File: config.mk
export PLATFORM = sky130hd
export DESIGN_NAME = gpr_wr_arb
export DESIGN_NICKNAME = d
export VERILOG_FILES = /design/src/rtl/gpr_wr_arb_pkg.sv /design/src/rtl/gpr_wr_arb_rr_pick.sv /design/src/rtl/gpr_wr_arb.sv
export SDC_FILE = /design/constraint.sdc
export NUM_CORES = 1
export LEC_CHECK = 0
export CORE_ASPECT_RATIO = 0.9
export CORE_MARGIN = 5
export CORE_UTILIZATION = 30
export CTS_BUF_LIST = sky130_fd_sc_hd__clkbuf_8
export DETAILED_ROUTE_END_ITERATION = 8
export PLACE_DENSITY = 0.73
export SLEW_MARGIN = 15
export SYNTH_ARGS = -nofsm -noshare
export SYNTH_HDL_FRONTEND = slang
export SYNTH_SLANG_ARGS = --single-unit
File: constraint.sdc
create_clock -name clk -period 2.55 [get_ports clk]
set_clock_uncertainty 0.2 [all_clocks]
set_input_delay 0.51 -clock clk [delete_from_list [all_inputs] [get_ports clk]]
set_output_delay 0.51 -clock clk [all_outputs]
set_load 0.05 [all_outputs]
File: src/rtl/gpr_wr_arb_pkg.sv
// ---------------------------------------------------------------------------
// gpr_wr_arb_pkg
// Shared widths, active-low enable encodings and bus types for the GPR
// write-port arbiter and its round-robin picker.
// ---------------------------------------------------------------------------
package gpr_wr_arb_pkg;

  localparam int REG_ADDR_W  = 5;
  localparam int WORD_DATA_W = 32;

  // Active-low enable encoding used on every *_ control signal
  localparam logic ENABLE_  = 1'b0;
  localparam logic DISABLE_ = 1'b1;

  typedef logic [REG_ADDR_W-1:0]  reg_addr_t;
  typedef logic [WORD_DATA_W-1:0] word_data_t;

endpackage

File: src/rtl/gpr_wr_arb_rr_pick.sv
// ---------------------------------------------------------------------------
// gpr_wr_arb_rr_pick
// Purely combinational round-robin picker. Finds the first set bit of
// i_elig at or above i_ptr, wrapping from REQ_NUM-1 back to 0.
//
// Ports:
//   i_elig   [REQ_NUM-1:0]  eligible requesters (active-high)
//   i_ptr    [PTR_W-1:0]    index with highest priority this cycle
//   o_onehot [REQ_NUM-1:0]  one-hot winner (all zero when none)
//   o_idx    [PTR_W-1:0]    winner index (0 when none)
//   o_valid                 a winner exists
// ---------------------------------------------------------------------------
module gpr_wr_arb_rr_pick #(
  parameter int REQ_NUM = 4,
  parameter int PTR_W   = 2
) (
  input  logic [REQ_NUM-1:0] i_elig,
  input  logic [PTR_W-1:0]   i_ptr,
  output logic [REQ_NUM-1:0] o_onehot,
  output logic [PTR_W-1:0]   o_idx,
  output logic               o_valid
);

  logic [REQ_NUM-1:0]   w_mask;
  logic [2*REQ_NUM-1:0] w_dbl;

  // Keep only requesters at or above the pointer in the lower half
  always_comb begin
    w_mask = '0;
    for (int i = 0; i < REQ_NUM; i++) begin
      w_mask[i] = (i >= int'(i_ptr));
    end
  end

  // Lower half: masked vector; upper half: full vector. The lowest set bit
  // of the concatenation is the round-robin winner; an upper-half hit is the
  // wrapped case and maps back by subtracting REQ_NUM.
  assign w_dbl = {i_elig, i_elig & w_mask};

  always_comb begin
    o_idx    = '0;
    o_onehot = '0;
    o_valid  = |i_elig;
    // Descending scan so the lowest set bit is the last one written
    for (int i = 2*REQ_NUM-1; i >= 0; i--) begin
      if (w_dbl[i]) begin
        if (i >= REQ_NUM) o_idx = PTR_W'(i - REQ_NUM);
        else              o_idx = PTR_W'(i);
      end
    end
    o_onehot[o_idx] = o_valid;
  end

endmodule

File: src/rtl/gpr_wr_arb.sv
// ---------------------------------------------------------------------------
// gpr_wr_arb
// Shares the single GPR write port among REQ_NUM write-back sources using
// round-robin arbitration. Grant and write-port outputs are registered, so
// a request seen in cycle t drives the port in cycle t+1.
//
// Handshake (requester side): a requester drives req_[i] low with stable
// req_addr/req_data and holds them until it sees gnt_[i] low. In that grant
// cycle it either releases req_[i] or presents its next request; a requester
// whose gnt_ is currently low is masked, so the next request competes one
// cycle later and a held request is never granted twice.
//
// PTR_W must equal clog2(REQ_NUM); REQ_NUM is 2..8.
//
// Ports:
//   clk          system clock
//   reset_       asynchronous active-low reset
//   flush_       synchronous active-low; blocks a grant at this edge
//   req_         per-requester write request, active-low
//   req_addr     packed addresses, requester i at [5i+4:5i]
//   req_data     packed data, requester i at [32i+31:32i]
//   gnt_         one-cycle grant pulse, active-low (registered)
//   gpr_we_      register file write enable, active-low (registered)
//   gpr_wr_addr  register file write address (registered)
//   gpr_wr_data  register file write data (registered)
//   busy         any request pending or a write in flight (combinational)
// ---------------------------------------------------------------------------
module gpr_wr_arb
  import gpr_wr_arb_pkg::*;
#(
  parameter int REQ_NUM = 4,
  parameter int PTR_W   = 2
) (
  input  logic                           clk,
  input  logic                           reset_,
  input  logic                           flush_,
  input  logic [REQ_NUM-1:0]             req_,
  input  logic [REQ_NUM*REG_ADDR_W-1:0]  req_addr,
  input  logic [REQ_NUM*WORD_DATA_W-1:0] req_data,
  output logic [REQ_NUM-1:0]             gnt_,
  output logic                           gpr_we_,
  output reg_addr_t                      gpr_wr_addr,
  output word_data_t                     gpr_wr_data,
  output logic                           busy
);

  logic [REQ_NUM-1:0] r_gnt_;
  logic               r_we_;
  reg_addr_t          r_addr;
  word_data_t         r_data;
  logic [PTR_W-1:0]   r_ptr;

  logic [REQ_NUM-1:0] w_elig;
  logic [REQ_NUM-1:0] w_onehot;
  logic [PTR_W-1:0]   w_idx;
  logic               w_valid;
  reg_addr_t          w_addr;
  word_data_t         w_data;
  logic [PTR_W-1:0]   w_ptr_nxt;

  // Requesting and not holding the grant this cycle
  assign w_elig = ~req_ & r_gnt_;

  gpr_wr_arb_rr_pick #(
    .REQ_NUM (REQ_NUM),
    .PTR_W   (PTR_W)
  ) u_rr_pick (
    .i_elig   (w_elig),
    .i_ptr    (r_ptr),
    .o_onehot (w_onehot),
    .o_idx    (w_idx),
    .o_valid  (w_valid)
  );

  assign w_addr = req_addr[int'(w_idx)*REG_ADDR_W  +: REG_ADDR_W];
  assign w_data = req_data[int'(w_idx)*WORD_DATA_W +: WORD_DATA_W];

  // Explicit wrap so non-power-of-two REQ_NUM works
  assign w_ptr_nxt = (w_idx == PTR_W'(REQ_NUM-1)) ? '0 : w_idx + PTR_W'(1);

  always_ff @(posedge clk or negedge reset_) begin
    if (!reset_) begin
      r_gnt_ <= '1;
      r_we_  <= DISABLE_;
      r_addr <= '0;
      r_data <= '0;
      r_ptr  <= '0;
    end else if (flush_ && w_valid) begin
      r_gnt_ <= ~w_onehot;
      r_we_  <= ENABLE_;
      r_addr <= w_addr;
      r_data <= w_data;
      r_ptr  <= w_ptr_nxt;
    end else begin
      // No winner or flushed: drop grant and write, hold addr/data/ptr
      r_gnt_ <= '1;
      r_we_  <= DISABLE_;
    end
  end

  assign gnt_        = r_gnt_;
  assign gpr_we_     = r_we_;
  assign gpr_wr_addr = r_addr;
  assign gpr_wr_data = r_data;
  assign busy        = (~&req_) | (r_we_ == ENABLE_);

endmodule

Fig. 1: run 1, PDN straps and rails
Scale bar: 20 microns. Pins as bars on the die edge.
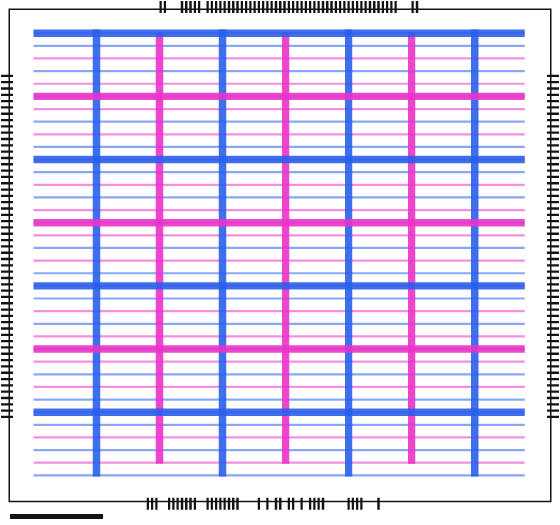
| net | color |
|---|---|
| VDD | magenta |
| VSS | blue |
rows: 35
met4 straps: 7
signal pins: 198
DIE HEIGHT: 105.6 microns
Max VDD drop: 0.5075 mV

Fig. 2: run 1, placement by cell class
Scale bar: 20 microns.
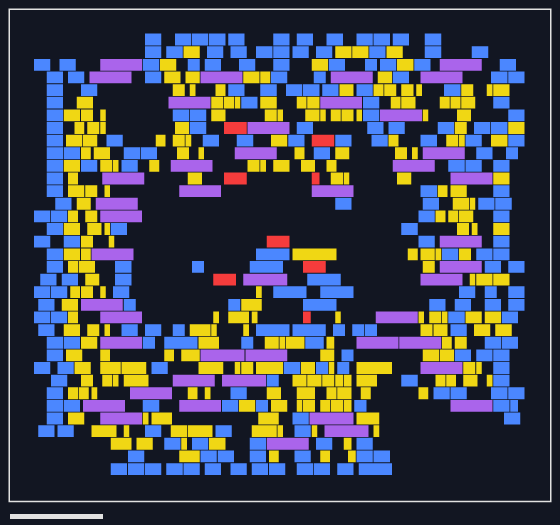
| class | color | cells |
|---|---|---|
| combinational and other logic | yellow | 229 |
| clock drivers and dummy loads | red | 8 |
| other buffers and delay cells | blue | 228 |
| flops | purple | 44 |

==> reports/metrics.yaml, run 1 <==
status: "complete, no violations"
drv_slew: 0
hold_class: "reg2reg"
tool_warnings: 30
insertedDiodeCount: 0
fp_util_pct: 30.27
via_per_inst: 5.303
worst_slew_pin_slew_ns: 0.5514
crit_required_ns: 2.51
yosys.stat.chipArea_sq_um: 3049
worstPathArrival_ns: 2.47
synth_nets: 463
nets: 667
dr.pass1.iters: 4
p_int_mw: 2.932
pin_count: 198
wl_per_cell_microns: 18.34
sequentialPowerShare_pct: 21.2
place_inst: 629
hold_viol: 0
setup_viol: 0
highest_layer: "met4"
cts_sinks: 44
htreeDepth: 2
clock_latency_ns: 0.29
finalWirelength_microns: 11700
worst_slack_ns: 0.03681
crit_type: "in2reg"
combPwrFrac_pct: 70.9
drive_above_1_share_pct: 13.56
die_area_sq_um: 12280
r2r_cells: 6
grt_start_max_net_pins: 38
place_hpwl_microns: 8964
clock.fmax_mhz: 397.9
layout_top_cell: "clkdlybuf4s50_1"
post-route-util_pct: 54.25
synthArstFlopShare_pct: 100.0
root_buffer: "clkbuf_8"
most_common_cell: "dfrtp_1"
pg_seq_mw: 1.23
ys_cells: 304
cts_buffers: 5
power.total_mw: 5.828
critPathCaptureType: "flip-flop"
power_leader: "combinational logic"
rsz0062_at_grt: "true"
finalCritPeriodShare_pct: 98.56
yosys.area.top_type: "dfrtp_1"
min_period_ns: 2.513
synth_cell_types: 41
core_sq_um: 10070
common_cells: "dfrtp_1 (39), and3_1 (37), nor2_1 (37), mux2i_1 (36), a2111oi_0 (32)"
postSynthAreaPerCell_sq_um: 10.03
die_x_microns: 116.3
placed_area_sq_um: 5345
powerDensity_nw_per_um2: 1067
drtIter0Drc: 158
path_clk_slew_ns: 0.09
edf_count: 0
fin_tns_setup_ns: 0
grt_pass1_wl_microns: 18180
p_clk_share_pct: 8.0
antenna_left: 0
netlist_instances: 304
hold_buffers: 1
area_delta_synth_final_pct: 79.20
vias: 3383
design_area_sq_um: 5464
p_sw_mw: 2.896
grt_pass1_vias: 3755
p_leak_nw: 2.236
cts_setup_buffers: 0
grt_usage_pct: 18.40
yosysSeqAreaShare_pct: 36.32
met1_length_microns: 4787
p_sw_share_pct: 49.69
holdWs_ns: 0.3617
min_path_cells: 2
drc: 0
wl_met2_microns: 5896
wl_met3_microns: 889
startpoint_type: "input pin"
power_clock_uw: 464
top_area_share_pct: 32.01
pg_comb_mw: 4.13
cp_max_fo: 31
antenna_found_initial: 0
cap_violations: 0
synth_flops: 44
yosys_warnings: 0
synth_area_sq_um: 3049
topCellsByArea: "dfrtp_1 (32%), mux2i_1 (12%), a2111oi_0 (9.2%)"
ff_type: "dfrtp_1"
final_cell_mix: "clkdlybuf4s50_1 (195), dfrtp_1 (39), and3_1 (37), nor2_1 (37), mux2i_1 (36)"
final_cells: 638
cts_resized: 0
grt-ovfl-total: 0
cts_tree: "yes"
place.gp.congestion: 0.8227
pre_cts_ws_ns: -0.2591
slew_headroom_pct: 63.13
clk_path_buf_depth: 2
port_buffers: 197
row_count: 35
Fig. 3: run 1, clock network drawn from the DEF
Scale bar: 20 microns.
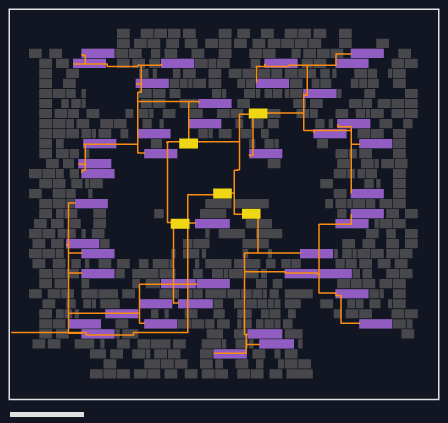
[flip-flops] purple | count: 44
[clock drivers] yellow | count: 5
[clock wires] orange | length: 663 microns
flops lie: widely spread

## run 1: kinds of logic after synthesis
| logic type | Yosys count | synth area share [%] |
|---|---|---|
| AND-OR/OR-AND | 89 | 26.80 |
| adder cells (fa/ha/maj) | 4 | 1.641 |
| buffers and inverters | 37 | 6.812 |
| flip-flops | 44 | 36.32 |
| multiplexers | 36 | 11.82 |
| AND/OR/NAND/NOR | 94 | 16.62 |
## run 1: final timing paths
check	start	to	slack [ns]
worst min-delay path	gpr_wr_data[31]$_DFFE_PN0P_	gpr_wr_data[31]$_DFFE_PN0P_	0.36
worst max register to register	gnt_[2]$_DFF_PN1_	gpr_wr_data[12]$_DFFE_PN0P_	0.23
worst max-delay path	req_[0]	gpr_wr_data[12]$_DFFE_PN0P_	0.04
max in group asynchronous	reset_	gpr_wr_data[15]$_DFFE_PN0P_	1.01
min in group asynchronous	reset_	gpr_wr_data[1]$_DFFE_PN0P_	0.51
worst min register to register	gpr_wr_data[31]$_DFFE_PN0P_	gpr_wr_data[31]$_DFFE_PN0P_	0.36
## run 1: state kept, by name, indices dropped and copies added (netlist names)
name         count
gpr_wr_data     32
gnt_             4
gpr_wr_addr      5
gpr_we_          1
r_ptr            2
## run 1: metal layers
metal	up-vias	GRT usage, %
met1	1652	21.37
met5	-	0
met3	10	4.879
met2	132	32.72
li1	1589	-
met4	0	5.385
## run 1: cell type report
class,instances,area [sq um]
multi-input cells,223,1752
repair buffers,228,2328
clock inverters,2,10.01
fillers,929,4608
inverters,6,22.52
flip-flops and latches,44,1107
well taps,129,161.4
clock buffers,6,82.58
## run 1: worst max-delay path, cell delays in order
cell and delay, ns:
clkdlybuf4s50_1 0.53, and3b_1 0.23, o311ai_4 0.31, nand2_4 0.11, buf_12 0.19, a2111oi_0 0.47, a211oi_1 0.11
==> run 1 -> run 2 <==
- SKIP_CTS_REPAIR_TIMING: unset -> 1
Fig. 4: run 2, clock network drawn from the DEF
Scale bar: 20 microns.
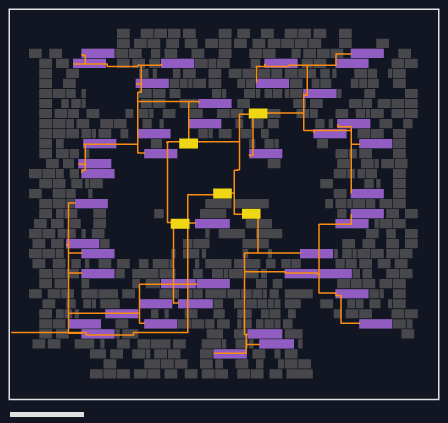
[clock drivers] yellow | count: 5
[clock wires] orange | length: 663 microns
[flip-flops] purple | count: 44
routed clock nets: 6

Fig. 5: run 2, routed metal, one color a layer
Two of the layers only.
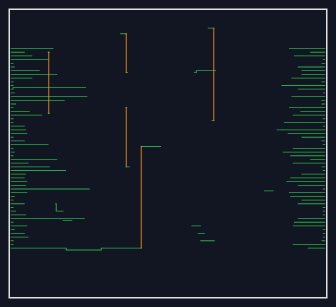
| layer | color | wire length |
|---|---|---|
| metal 3 | green | 890 microns |
| metal 4 | orange | 130 microns |
WL/cell: 18.34 microns
Vias: 3383
GRT Total Usage: 18.40%
drt total wl: 11700 microns

==> run 2 against run 1 <==
Compared with the run above:
- via count is the same
- cell count unchanged
- register-to-register slack is essentially flat
- routed wire length did not move
- setup slack unchanged
- total power stayed put
- combinational power hardly changed
- global-route usage stayed put
- largest cell class unchanged
==> reports/metrics.yaml, run 2 <==
status: "complete, no violations"
gr-usage-met3_pct: 4.879
r2r_slack_ns: 0.23
setup_viol: 0
edf_count: 0
row_count: 35
sequentialPowerShare_pct: 21.2
worst_slew_pin_slew_ns: 0.5514
powerDensity_nw_per_um2: 1067
r2r_cells: 6
pg_seq_mw: 1.23
clk_share_pct: 1.695
vdd_drop_max_mv: 0.5075
combPwrFrac_pct: 70.9
final_cell_mix: "clkdlybuf4s50_1 (195), dfrtp_1 (39), and3_1 (37), nor2_1 (37), mux2i_1 (36)"
fillers: 929
clk_path_buf_depth: 2
largest_reg_flops: 32
design_area_sq_um: 5464
crit_required_ns: 2.51
reg2reg_to: "gpr_wr_data[12]$_DFFE_PN0P_"
p_leak_nw: 2.236
tool_warnings: 30
cp-startpoint: "req_[0]"
synth_nets: 463
drv_slew: 0
postSynthAreaPerCell_sq_um: 10.03
ff_type: "dfrtp_1"
rsz0062_at_grt: "true"
common_cells: "dfrtp_1 (39), and3_1 (37), nor2_1 (37), mux2i_1 (36), a2111oi_0 (32)"
slew_headroom_pct: 63.13
holdWs_ns: 0.3617
topCellsByArea: "dfrtp_1 (32%), mux2i_1 (12%), a2111oi_0 (9.2%)"
synth_area_sq_um: 3049
htreeDepth: 2
place_hpwl_microns: 8964
insertedDiodeCount: 0
fp_util_pct: 30.27
clkbuf_count: 6
cap_violations: 0
final-nonclk-buf-share_pct: 42.62
layout_top_cell: "clkdlybuf4s50_1"
critPathTopFamily: "AND-OR/OR-AND gates"
yosys_warnings: 0
cts_sinks: 44
met1_length_microns: 4787
port_buffers: 197
final-comb-area_sq_um: 1752
pin_count: 198
p_sw_share_pct: 49.69
crit_cells: 7
nets: 667
n_all_inverters: 6
top_area_share_pct: 32.01
critPathCaptureType: "flip-flop"
drtIter0Drc: 158
pg_comb_mw: 4.13
grt-ovfl-total: 0
yosys.stat.chipArea_sq_um: 3049
path_clk_slew_ns: 0.09
cp_max_fo: 31
regArea_sq_um: 1107
worstPathArrival_ns: 2.47
grt_pass1_wl_microns: 18180
path_cells: "clkdlybuf4s50_1 -> and3b_1 -> o311ai_4 -> nand2_4 -> buf_12 -> a2111oi_0 -> a211oi_1"
die_area_sq_um: 12280
p_clk_share_pct: 8.0
power_leader: "combinational logic"
via_per_inst: 5.303
slowest_delay_ns: 0.53
top_usage_layer: "met2"
p_int_mw: 2.932
critical_path.endpoint: "gpr_wr_data[12]$_DFFE_PN0P_"
placed_area_sq_um: 5345
ys_cells: 304
antenna_found_initial: 0
timing.rr.start: "gnt_[2]$_DFF_PN1_"
synthArstFlopShare_pct: 100.0
power_clock_uw: 464
comb_share_pct: 32.06
synth_flops: 44
yosys.area.top_type: "dfrtp_1"
post-route-util_pct: 54.25
area_delta_synth_final_pct: 79.20
power.total_mw: 5.828
dominant_cells: "buffers"
grt_use_met2_pct: 32.72
place.gp.congestion: 0.8227
netlist_instances: 304
highest_layer: "met4"
drive_above_1_share_pct: 13.56
cts_buffers: 5
logic_gate_count: 223
hold_viol: 0
n_tap_cell: 129
clock_latency_ns: 0.29
synth_cell_types: 41
hold_class: "reg2reg"
dr.pass1.iters: 4
clock.fmax_mhz: 397.9
Fig. 6: run 2, PDN straps and rails
Scale bar: 20 microns. Pins as bars on the die edge.
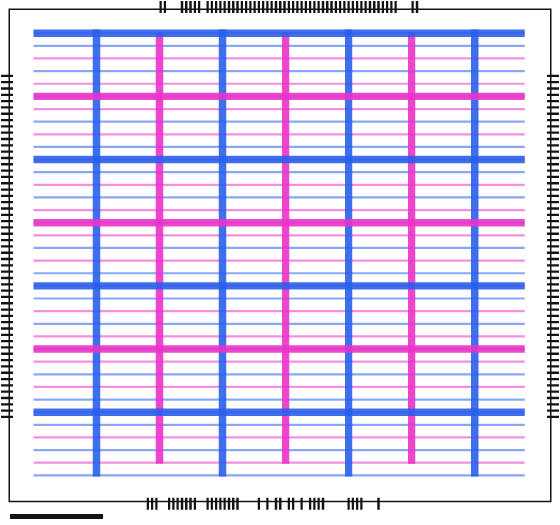
| net | color |
|---|---|
| VSS | blue |
| VDD | magenta |
rows: 35
met4 straps: 7
signal pins: 198
met1 rails: 36
met5 straps: 7
Die Width: 116.3 microns
core area: 10070 sq um

[run 2: worst reg2reg max path: stages, from the launching register on]
cell and delay, ns:
dfstp_2 0.56, or3b_4 0.41, o311ai_4 0.13, nand2_4 0.11, buf_12 0.19, a2111oi_0 0.48, a211oi_1 0.11
[run 2: worst min-delay path by stage]
stage                                      startpoint  cells after the start  slack (ns)                     endpoint
after floorplan                                reset_                      0        0.01   gpr_wr_addr[0]$_DFFE_PN0P_
after global placement                         reset_                      1        0.31   gpr_wr_data[1]$_DFFE_PN0P_
after detailed placement                       reset_                      1        0.31   gpr_wr_data[1]$_DFFE_PN0P_
after CTS                                      reset_                      1       -0.02   gpr_wr_data[1]$_DFFE_PN0P_
after global routing             r_ptr[0]$_DFFE_PN0P_                      2        0.38         r_ptr[0]$_DFFE_PN0P_
final                     gpr_wr_data[31]$_DFFE_PN0P_                      2        0.36  gpr_wr_data[31]$_DFFE_PN0P_
[run 2: cell families (layout without fill, tap and decap cells)]
| family | count (synthesis) | in the layout | synth area share [%] |
|---|---|---|---|
| compound gates | 89 | 89 | 26.80 |
| fa+ha+maj | 4 | 4 | 1.641 |
| buf+inv | 37 | 242 | 6.812 |
| flops | 44 | 44 | 36.32 |
| mux | 36 | 36 | 11.82 |
| simple gates | 94 | 94 | 16.62 |
[run 2: metrics by stage]
| step | instances | TNS (ns) | setup slack, ns |
|---|---|---|---|
| floorplan | 304 | 0 | 0.1543 |
| global placement | 629 | -5.120 | -0.1810 |
| detailed placement | 629 | -7.407 | -0.2591 |
| CTS | 637 | 0 | 0.05639 |
| global route | 638 | -0.3212 | -0.05000 |
| finish | 638 | 0 | 0.03681 |
Power is estimated from default activity; no workload was simulated.
